[config.mk]
export PLATFORM = sky130hd
export DESIGN_NAME = audio_i2s_tx
export DESIGN_NICKNAME = d
export VERILOG_FILES = /design/src/rtl/audio_pkg.sv /design/src/rtl/audio_bit_clock_gen.sv /design/src/rtl/audio_i2s_tx.sv
export SDC_FILE = /design/constraint.sdc
export NUM_CORES = 1
export LEC_CHECK = 0
export CORE_MARGIN = 2
export CORE_UTILIZATION = 50
export CTS_BUF_LIST = sky130_fd_sc_hd__clkbuf_16
export CTS_CLUSTER_SIZE = 30
export DETAILED_ROUTE_END_ITERATION = 10
export GPL_ROUTABILITY_DRIVEN = 0
export HOLD_SLACK_MARGIN = 0.08
export PLACE_DENSITY = 0.77
export SLEW_MARGIN = 20
export SYNTH_ARGS = -nofsm -noshare
export SYNTH_HDL_FRONTEND = slang
export SYNTH_HIERARCHICAL = 1
export SYNTH_SLANG_ARGS = --single-unit
[constraint.sdc]
create_clock -name clk -period 2.47 [get_ports clk]
set_input_delay 0.494 -clock clk [delete_from_list [all_inputs] [get_ports clk]]
set_output_delay 0.494 -clock clk [all_outputs]
set_load 0.01 [all_outputs]
[src/rtl/audio_pkg.sv]
// Shared constants and types for the serial audio transmit path.
package audio_pkg;

    localparam int DEFAULT_SLOT_BITS = 32;

    typedef struct packed {
        logic signed [15:0] l;
        logic signed [15:0] r;
    } stereo16_t;

endpackage

[src/rtl/audio_bit_clock_gen.sv]
// Bit-clock and frame timing for the I2S transmitter: divides clk into sclk,
// counts bit slots across a stereo frame, and flags the fall tick and frame load cycle.
module audio_bit_clock_gen
    import audio_pkg::*;
#(
    parameter int SLOT_BITS = DEFAULT_SLOT_BITS,
    parameter int SCLK_DIV  = 8
) (
    input  logic i_clk,
    input  logic i_rst,
    output logic o_sclk,
    output logic o_lrck,
    output logic o_fall_tick,
    output logic o_frame_load
);

    localparam int DIV_W = $clog2(SCLK_DIV);
    localparam int BIT_W = $clog2(2 * SLOT_BITS);
    localparam logic [DIV_W-1:0] DIV_LAST = DIV_W'(SCLK_DIV - 1);
    localparam logic [DIV_W-1:0] DIV_HALF = DIV_W'(SCLK_DIV / 2);
    localparam logic [BIT_W-1:0] BIT_LAST = BIT_W'(2 * SLOT_BITS - 1);
    localparam logic [BIT_W-1:0] SLOT     = BIT_W'(SLOT_BITS);

    logic [DIV_W-1:0] r_div;
    logic [BIT_W-1:0] r_bit;
    logic             r_sclk;
    logic             r_lrck;
    logic [DIV_W-1:0] w_div_nxt;
    logic [BIT_W-1:0] w_bit_nxt;
    logic             w_fall;

    always_comb begin
        w_fall    = (r_div == DIV_LAST);
        w_div_nxt = r_div + 1'b1;
        w_bit_nxt = r_bit;
        if (w_fall) begin
            w_div_nxt = '0;
            w_bit_nxt = (r_bit == BIT_LAST) ? '0 : r_bit + 1'b1;
        end
    end

    // sclk and lrck are computed from the next count so they stay aligned with the counters.
    always_ff @(posedge i_clk or posedge i_rst) begin
        if (i_rst) begin
            r_div  <= '0;
            r_bit  <= '0;
            r_sclk <= 1'b0;
            r_lrck <= 1'b0;
        end else begin
            r_div  <= w_div_nxt;
            r_bit  <= w_bit_nxt;
            r_sclk <= (w_div_nxt >= DIV_HALF);
            r_lrck <= (w_bit_nxt >= SLOT);
        end
    end

    assign o_sclk       = r_sclk;
    assign o_lrck       = r_lrck;
    assign o_fall_tick  = w_fall;
    assign o_frame_load = (r_div == '0) && (r_bit == '0);

endmodule

[src/rtl/audio_i2s_tx.sv]
// I2S transmitter: one pending stereo pair, frame shift register, zero-fill on underrun.
// Define AUDIO_TX_LJ_EN for left-justified output (no one-SCLK data delay).
module audio_i2s_tx
    import audio_pkg::*;
#(
    parameter int DATA_WIDTH = 16,
    parameter int SLOT_BITS  = DEFAULT_SLOT_BITS,
    parameter int SCLK_DIV   = 8
) (
    input  logic                  clk,
    input  logic                  reset,
    input  logic                  in_valid,
    output logic                  in_ready,
    input  logic [DATA_WIDTH-1:0] in_left,
    input  logic [DATA_WIDTH-1:0] in_right,
    output logic                  sclk,
    output logic                  lrck,
    output logic                  sdata,
    output logic                  underrun
);

    localparam int FW = 2 * SLOT_BITS;

    generate
        if (SLOT_BITS < DATA_WIDTH || SCLK_DIV < 2 || (SCLK_DIV % 2) != 0) begin : g_bad_param
            $error("audio_i2s_tx: need SLOT_BITS >= DATA_WIDTH and even SCLK_DIV >= 2");
        end
    endgenerate

    logic                  w_fall;
    logic                  w_frame_load;
    logic                  w_accept;
    logic [FW-1:0]         w_load;
    logic                  r_pend_full;
    logic [DATA_WIDTH-1:0] r_pend_l;
    logic [DATA_WIDTH-1:0] r_pend_r;
    logic [FW-1:0]         r_shreg;
    logic                  r_underrun;

    audio_bit_clock_gen #(
        .SLOT_BITS (SLOT_BITS),
        .SCLK_DIV  (SCLK_DIV)
    ) u_clk_gen (
        .i_clk        (clk),
        .i_rst        (reset),
        .o_sclk       (sclk),
        .o_lrck       (lrck),
        .o_fall_tick  (w_fall),
        .o_frame_load (w_frame_load)
    );

    // Each sample sits MSB-first at the top of its slot; the slot tail is zero.
    assign w_load   = (FW'(r_pend_l) << (FW - DATA_WIDTH))
                    | (FW'(r_pend_r) << (SLOT_BITS - DATA_WIDTH));
    assign w_accept = in_valid && !r_pend_full;

    always_ff @(posedge clk or posedge reset) begin
        if (reset) begin
            r_pend_full <= 1'b0;
            r_shreg     <= '0;
            r_underrun  <= 1'b0;
        end else begin
            r_underrun <= w_frame_load && !r_pend_full;
            if (w_frame_load) begin
                r_shreg <= r_pend_full ? w_load : '0;
            end else if (w_fall) begin
                r_shreg <= {r_shreg[FW-2:0], 1'b0};
            end
            // A full pending register blocks accepts, so load and accept cannot coincide.
            if (w_frame_load && r_pend_full) begin
                r_pend_full <= 1'b0;
            end else if (w_accept) begin
                r_pend_full <= 1'b1;
            end
        end
    end

    always_ff @(posedge clk) begin
        if (w_accept) begin
            r_pend_l <= in_left;
            r_pend_r <= in_right;
        end
    end

`ifdef AUDIO_TX_LJ_EN
    assign sdata = r_shreg[FW-1];
`else
    logic r_sdata_dly;

    always_ff @(posedge clk or posedge reset) begin
        if (reset) begin
            r_sdata_dly <= 1'b0;
        end else if (w_fall) begin
            r_sdata_dly <= r_shreg[FW-1];
        end
    end

    assign sdata = r_sdata_dly;
`endif

    assign in_ready = !r_pend_full;
    assign underrun = r_underrun;

endmodule
### Signal wires on met3

Bar = 20 um.
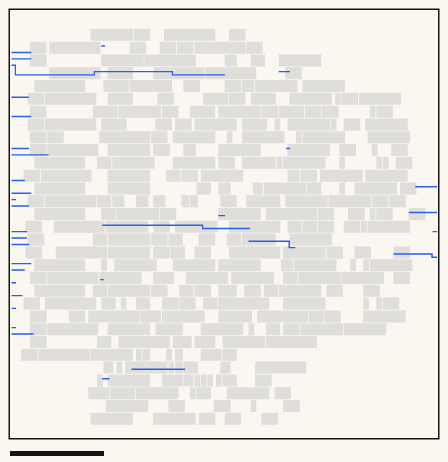
share of all routed wire: 3.3%
nets with wire on the layer: 27
met3 Resource Use GR: 3.40%
routed wire length: 5810 um
DR vias: 2,015

### Layout detail

Bar = 10 um. Region (48, 3) to (88, 43) um. Cells in grey, sequential cells in the stronger grey; small squares are vias.
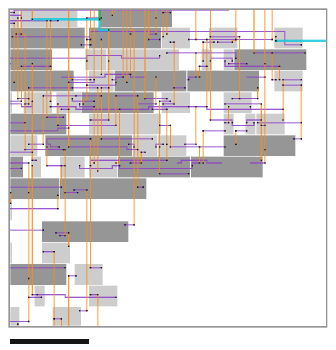
legend:
  M4:
    colour: green
  M1:
    colour: purple
  M2:
    colour: orange
  M3:
    colour: cyan
netlist names of flops here include: r_shreg (10), r_pend_r (5)
cells with their middle in the window: 46
sequential cells in the window: 18
most frequent: dfrtp_1 (13), mux2i_1 (9)

### Metal 1

Bar = 20 um. Supply wires on this layer in grey.
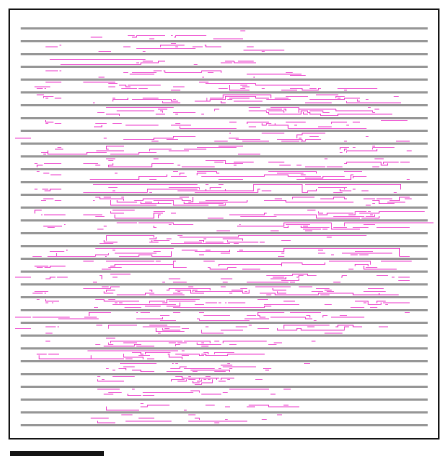
longest straight run: 27.1 um
main direction: horizontal
wire length on this layer: 2,710 um
nets with wire on the layer: 291
grt met1 use: 20.5%

### Selected gate families

Bar = 20 um.
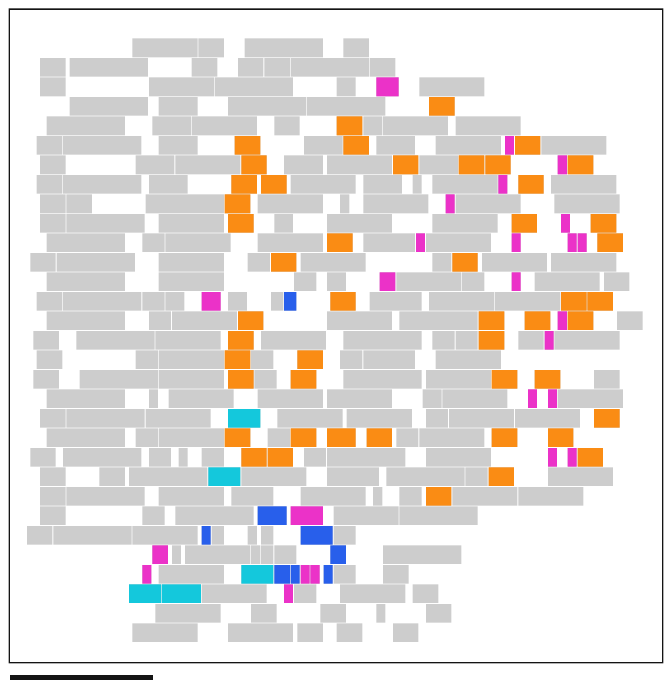
legend:
  fa/ha/maj cells:
    colour: cyan
    cells: 5
    most_used: ha_1
  nor cells:
    colour: magenta
    cells: 25
    most_used: nor2_1
  nand cells:
    colour: blue
    cells: 8
    most_used: nand2_1
    where: bottom centre
  mux cells:
    colour: orange
    cells: 48
    most_used: mux2i_1
combinational share of cell area: 24.9%
fin cells: 389
most frequent logic cell in the layout: dfrtp_1

==> impl_metrics.env <==
# flow metrics
export IMPL_syn_avg_cell_area_um2=15.5
export IMPL_largest_register_ffs=48
export IMPL_ff_count=92
export IMPL_grt_overflow_total=0
export IMPL_synth_top_cell_by_area="dfrtp_1"
export IMPL_grtUsageMet2_pct=24.3
export IMPL_cts_tree="done"
export IMPL_async_flop_share_pct=65.2
export IMPL_largest_register="r_shreg"
export IMPL_powerComb_uw=140
export IMPL_power_frac_comb_pct=4.3
export IMPL_area_leaders="dfrtp_1 40%, edfxtp_1 25%, mux2i_1 12%"
export IMPL_synthFlopType="dfrtp_1"
export IMPL_dp_hpwl_um=3790
export IMPL_fp_utilization_pct=51.9
export IMPL_final_cell_mix="60 x dfrtp_1, 47 x mux2i_1, 39 x clkdlybuf4s50_1"
export IMPL_ys_sh_adder_pct=1.65
export IMPL_worstMarginPinSlew_ns=0.507
export IMPL_tool_warnings=28
export IMPL_worst_path_max_fanout=5
export IMPL_fin_area_mm2=0.00457
export IMPL_cts_buffer_depth=2
export IMPL_insertion_delay_ns=0.34
export IMPL_p_leak_nw=1.72
export IMPL_cp_depth=2
export IMPL_n_clock_buffer=9
export IMPL_logic_gate_count=128
export IMPL_syn_inst=244
export IMPL_cts_hold_buf=0
export IMPL_top_cell="dfrtp_1"
export IMPL_dp_slack_ns=0.638
export IMPL_top_regs="r_shreg (48), r_pend_l (16), r_pend_r (16)"
export IMPL_die_w_um=91.0
export IMPL_crit_required_ns=1.98
export IMPL_rsz0062_at_grt="no"
export IMPL_ys_seq_share_pct=65.1
export IMPL_synthMuxAreaShare_pct=12.7
export IMPL_grt_max_degree=52
export IMPL_tns_ns=0
export IMPL_area_dominant_class="registers"
export IMPL_power_density_mw_per_mm2=708
export IMPL_n_all_inverters=7
export IMPL_hold_path_endpoint="r_shreg[27]$_DFFE_PP0P_"
export IMPL_finalHoldViolCount=0
export IMPL_p_int_mw=2.60
export IMPL_fin_skew_ns=0.00672
export IMPL_finalSetupViolCount=0
export IMPL_logic_family="multiplexers"
export IMPL_switching_share_pct=19.5
export IMPL_cts_sinks=92
export IMPL_grt_pass1_wl_um=9960
export IMPL_endpoint="in_ready"
export IMPL_fmax_ghz=0.512
export IMPL_wl_per_cell_um=14.9
export IMPL_dr_pass1_iters=4
export IMPL_grt_use_total_pct=15.6
export IMPL_post_dp_cell_area_mm2=0.00425
export IMPL_io_pins=40
export IMPL_cts_root_buffer="clkbuf_16"
export IMPL_port_buffers=39
export IMPL_final_clk_cell_share_pct=6.93
export IMPL_cts_resized_gates=0
export IMPL_reg2reg_to="r_shreg[18]$_DFFE_PP0P_"
export IMPL_fin_total_pwr_mw=3.23
export IMPL_common_cells="60 x dfrtp_1, 47 x mux2i_1, 32 x edfxtp_1"
export IMPL_drt_iter0_markers=69
export IMPL_buffers=47
export IMPL_status="complete, no violations"
export IMPL_yosysUniqueCellTypes=31
export IMPL_top_area_share_pct=39.7
export IMPL_top_power_group="registers"
